$ cat src/rtl/instr_encoder_loader.sv
// instr_encoder_loader
//   Packs decoded instruction fields (cond, op, funct, rn, rd, imm) into
//   32-bit ARM machine words. It writes them one after another into
//   instruction memory, starting at a session base address. The test and
//   boot path use it to build programs without a hand-assembled hex file.
//
// Optional feature macro: INSTR_CHECKSUM_EN
//   defined   -> checksum is a running XOR of every word written this session
//   undefined -> checksum is tied to 0 and no XOR register is built
//
// Ports
//   clk, rst_n          clock, asynchronous active-low reset
//   start, base_addr    one-cycle session start pulse and first word address
//   finish              ends the session (taken only while accepting)
//   in_valid/in_ready   field bundle handshake
//   cond/op/funct/rn/rd/imm  decoded fields (imm = Src2[11:0] or Imm24)
//   imem_we/addr/wdata  instruction memory write port
//   word_count          words written this session
//   done                one-cycle session-complete pulse
//   full                session stopped at the last address (DEPTH-1)
//   err                 sticky: an op=11 bundle was rejected
//   checksum            XOR of the words written (see macro above)
module instr_encoder_loader #(
    parameter int ADDR_W = 6,
    parameter int DEPTH  = 64
) (
    input  logic              clk,
    input  logic              rst_n,
    input  logic              start,
    input  logic [ADDR_W-1:0] base_addr,
    input  logic              finish,
    input  logic              in_valid,
    output logic              in_ready,
    input  logic [3:0]        cond,
    input  logic [1:0]        op,
    input  logic [5:0]        funct,
    input  logic [3:0]        rn,
    input  logic [3:0]        rd,
    input  logic [23:0]       imm,
    output logic              imem_we,
    output logic [ADDR_W-1:0] imem_addr,
    output logic [31:0]       imem_wdata,
    output logic [ADDR_W:0]   word_count,
    output logic              done,
    output logic              full,
    output logic              err,
    output logic [31:0]       checksum
);

    localparam logic [1:0] S_IDLE   = 2'd0;
    localparam logic [1:0] S_ACCEPT = 2'd1;
    localparam logic [1:0] S_WRITE  = 2'd2;
    localparam logic [1:0] S_DONE   = 2'd3;

    localparam logic [ADDR_W-1:0] LAST_ADDR = ADDR_W'(DEPTH - 1);

    logic [1:0]        state;
    logic [ADDR_W-1:0] ptr;
    logic              fin_pend;   // finish seen together with a legal accept
    logic              accept;
    logic              legal;
    logic [31:0]       enc_word;

    // These strobes are decoded from the state. A reset therefore drops
    // them at once, even in the middle of a write.
    assign in_ready  = (state == S_ACCEPT);
    assign imem_we   = (state == S_WRITE);
    assign done      = (state == S_DONE);
    assign imem_addr = ptr;

    assign accept = in_valid & in_ready;
    assign legal  = (op != 2'b11);

    // Branches keep only funct[5:4] (the link/offset bits) and take the
    // full 24-bit immediate. DP and memory words carry every field.
    always_comb begin
        if (op == 2'b10)
            enc_word = {cond, 2'b10, funct[5:4], imm};
        else
            enc_word = {cond, op, funct, rn, rd, imm[11:0]};
    end

    always_ff @(posedge clk or negedge rst_n) begin
        if (!rst_n) begin
            state      <= S_IDLE;
            ptr        <= '0;
            fin_pend   <= 1'b0;
            imem_wdata <= '0;
            word_count <= '0;
            full       <= 1'b0;
            err        <= 1'b0;
        end else begin
            case (state)
                S_IDLE: begin
                    if (start) begin
                        ptr        <= base_addr;
                        word_count <= '0;
                        full       <= 1'b0;
                        err        <= 1'b0;
                        fin_pend   <= 1'b0;
                        state      <= S_ACCEPT;
                    end
                end
                S_ACCEPT: begin
                    if (accept && legal) begin
                        imem_wdata <= enc_word;
                        fin_pend   <= finish;
                        state      <= S_WRITE;
                    end else begin
                        // An illegal bundle is consumed and dropped.
                        if (accept)
                            err <= 1'b1;
                        if (finish)
                            state <= S_DONE;
                    end
                end
                S_WRITE: begin
                    word_count <= word_count + (ADDR_W+1)'(1);
                    if (ptr == LAST_ADDR) begin
                        // The pointer does not wrap, so the session ends here.
                        full  <= 1'b1;
                        state <= S_DONE;
                    end else begin
                        ptr   <= ptr + ADDR_W'(1);
                        state <= fin_pend ? S_DONE : S_ACCEPT;
                    end
                end
                default: begin
                    fin_pend <= 1'b0;
                    state    <= S_IDLE;
                end
            endcase
        end
    end

`ifdef INSTR_CHECKSUM_EN
    always_ff @(posedge clk or negedge rst_n) begin
        if (!rst_n)
            checksum <= '0;
        else if (state == S_IDLE && start)
            checksum <= '0;
        else if (state == S_WRITE)
            checksum <= checksum ^ imem_wdata;
    end
`else
    assign checksum = 32'h0;
`endif

endmodule

$ cat config.mk
export PLATFORM = sky130hd
export DESIGN_NAME = instr_encoder_loader
export DESIGN_NICKNAME = d
export VERILOG_FILES = /design/src/rtl/instr_encoder_loader.sv
export SDC_FILE = /design/constraint.sdc
export NUM_CORES = 1
export LEC_CHECK = 0
export CAP_MARGIN = 25
export CORE_MARGIN = 3
export CORE_UTILIZATION = 36
export CTS_CLUSTER_DIAMETER = 50
export DETAILED_ROUTE_END_ITERATION = 12
export GPL_ROUTABILITY_DRIVEN = 0
export MAX_ROUTING_LAYER = met4
export PLACE_DENSITY_LB_ADDON = 0.25
export SLEW_MARGIN = 40
export SYNTH_ARGS = -nofsm -noshare
export SYNTH_HDL_FRONTEND = slang
export SYNTH_SLANG_ARGS = --single-unit
$ cat constraint.sdc
create_clock -name clk -period 1.9 [get_ports clk]
set_clock_uncertainty 0.2 [all_clocks]
set_input_delay 0.19 -clock clk [delete_from_list [all_inputs] [get_ports clk]]
set_output_delay 0.19 -clock clk [all_outputs]
set_load 0.1 [all_outputs]
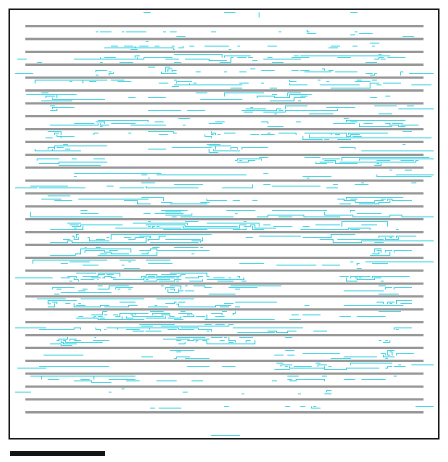
Fig. 1. The metal 1 layer.
The bar under the picture is 20 µm long. Supply wires on this layer in grey.
main direction = horizontal
wire length on this layer = 2650 µm
nets with wire on the layer = 348
longest straight run = 25.8 µm

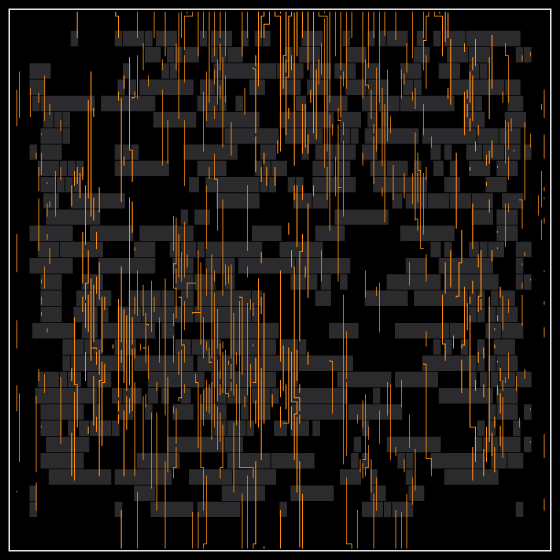
Fig. 2. M2 wires.
Cells faint in the background.
main direction = vertical
wire length on this layer = 3120 µm

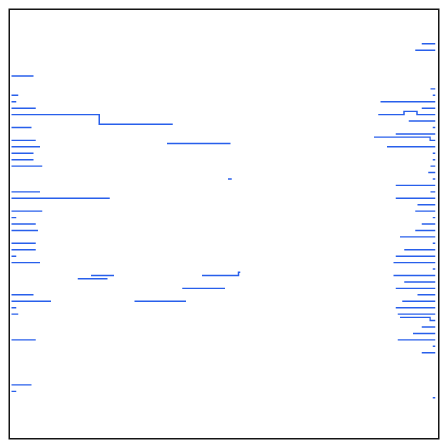
Fig. 3. Met3 routing.
share of all routed wire = 6.8%
wire length on this layer = 420 µm
longest straight run = 20.5 µm
nets with wire on the layer = 78
via count: 2114
M3 GR Usage: 4.17%

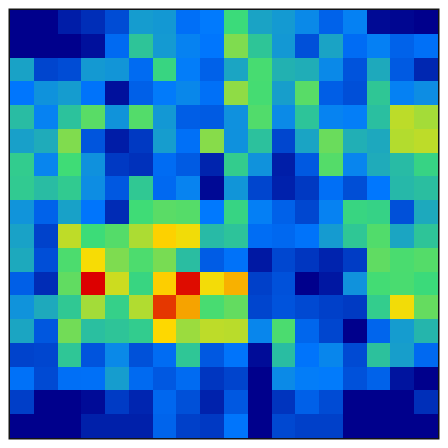
Fig. 4. Routed metal per tile.
The die is cut into 18 by 18 equal tiles; dark blue is low, red is high, scaled to the fullest tile. Values are wire area over tile area, all layers added.
mean over tiles = 0.12
emptiest ninth of the die = south-east
nearly empty tiles = 8.0%
densest ninth of the die = west
fullest tile = 0.40
tiles over half the peak = 18%
routed wire length: 6.20 mm
GRT Overall Usage: 15.8%
Routed WL per cell: 13.0 µm

==> critical path, stage by stage (launching register included) <==
cell and delay, ns:
dfrtp_4 0.53, ha_4 0.18, and3_4 0.19, and3_1 0.21, o211a_1 0.24, o22a_2 0.19
==> through the flow <==
stage	cells	TNS, ns	hold WS, ns	utilization (%)
after global placement	467	0	0.0102	55.1
after floorplan	301	-0.0585	-0.306	-
after detailed placement	467	0	0.0212	55.1
after CTS	476	0	0.198	56.9
final	476	0	0.209	56.9
after global routing	476	0	0.208	56.9
==> sequential cells by signal, indices dropped and copies added, names as in the netlist <==
register and cells:
fin_pend 1, imem_addr 6, err 1, full 1, imem_wdata 32, word_count 7, state 2
==> layout by cell type, fill, tap and decap left out, types with 3 or more instances in the layout <==
cell / count
nand2_1: 74
clkbuf_8: 5
clkdlybuf4s50_1: 53
a21oi_1: 3
buf_4: 36
xor2_1: 4
conb_1: 32
mux2i_1: 14
o21ai_0: 21
dfrtp_2: 9
nor2_1: 14
dfrtp_1: 39
inv_1: 4
nand3_1: 5
buf_12: 22
==> cell families after synthesis <==
family	count (synthesis)
buffers and inverters	48
flip-flops	50
adder cells (fa/ha/maj)	2
multiplexers	14
XOR/XNOR	4
AND-OR/OR-AND	42
other	1
AND/OR/NAND/NOR	109
==> cell type report <==
class | instances | area, µm² | area share (%)
inverters | 6 | 28.8 | 0.736
multi-input cells | 203 | 1120 | 28.7
well taps | 96 | 120 | 3.07
clock buffers | 5 | 68.8 | 1.76
flip-flops and latches | 50 | 1270 | 32.5
repair buffers | 113 | 1260 | 32.1
clock inverters | 3 | 43.8 | 1.12
==> per-layer routing <==
metal	wire [µm]	GRT usage [%]	up-vias
met5	0	-	-
met4	7	2.68	0
met3	419	4.17	2
met2	3120	26.4	85
met1	2650	19.5	985
li1	-	-	1042
==> timing repair <==
action	4_1_cts	5_1_grt
gates resized	1	2
hold endpoints to repair	22	0
setup endpoints to repair	2	2
cloned	0	0
hold buffers	1	0
setup buffers	0	0
==> how the worst max path moves through the flow <==
stage / startpoint / to / slack, ns / cells after the start
final: imem_addr[0] / imem_addr[3] / 0.05 / 5
after global routing: imem_addr[0] / imem_addr[3] / 0.0009 / 5
after CTS: state[0] / imem_we / 0.02 / 3
after detailed placement: imem_addr[0] / imem_addr[3] / 0.08 / 5
after global placement: start / imem_addr[5] / 0.11 / 5
after floorplan: imem_addr[5] / imem_addr[5] / -0.03 / 3
==> impl_metrics.json <==
{
  "rows": 30,
  "ys_sh_simple_pct": 19.0,
  "status": "complete, no violations",
  "syn2layout_area_growth_pct": 52.3,
  "synthTopCellsByArea": "dfrtp_1 (49%), nand2_1 (11%), buf_4 (10%)",
  "dieHeight_um": 90.5,
  "grt_max_degree": 44,
  "synth_area_leader_cell": "dfrtp_1",
  "common_cells": "nand2_1 (74), dfrtp_1 (50), buf_4 (35)",
  "synth_top_cell_by_count": "nand2_1",
  "synth_sequential_area_ratio_pct": 48.7,
  "n_antenna_cell": 0,
  "detail-route-antenna-nets": 0,
  "cts_buffers": 5,
  "cts_tree": "built",
  "mux_area_share_pct": 5.46,
  "dp_hpwl_mm": 4.69,
  "rsz0062_at_grt": "no",
  "r2r_setup_slack_ns": 0.05,
  "synth.cell_area_mm2": 0.00257,
  "initial_core_util_pct": 37.4,
  "grt_pass1_wl_mm": 10.4,
  "ys_area_mm2": 0.00257,
  "rr_worst_depth": 5,
  "port_buffers": 104,
  "cp.arrival_ns": 1.85,
  "grt_pass1_vias": 2115,
  "synthArstFlopShare_pct": 100,
  "synth.avg_cell_area_um2": 9.51,
  "clock_sinks": 50,
  "die_w_um": 90.5,
  "worst_pin_slew_ns": 0.574,
  "numSynthFlops": 50,
  "max_freq_mhz": 541,
  "htreeDepth": 2,
  "fillers": 632,
  "overflow": 0,
  "hold_path_class": "primary input to asynchronous set/reset pin",
  "vias_per_cell": 4.44,
  "drc": 0,
  "final_layout_size_suffix_gt1_share_pct": 25.0,
  "pre_cts_ws_ns": 0.0783,
  "finalSetupViolations": 0,
  "adder_share_pct": 0.975,
  "slew_viol_final": 0,
  "antenna_found_initial": 0,
  "crit_fanout": 5,
  "io_pins": 137,
  "logic_family": "simple AND/OR/NAND/NOR gates",
  "tool_warnings": 27,
  "start_kind": "register",
  "cp-end-kind": "register",
  "synthFlopType": "dfrtp_1",
  "synth-edff-count": 0,
  "hold_violations": 0,
  "clkLatencyLatePin_ns": 0.30,
  "ctsRootBufferMaster": "clkbuf_8",
  "clock_path_buffers": 2,
  "synth.distinct_cells": 45,
  "dpl_cell_area_mm2": 0.00378
}
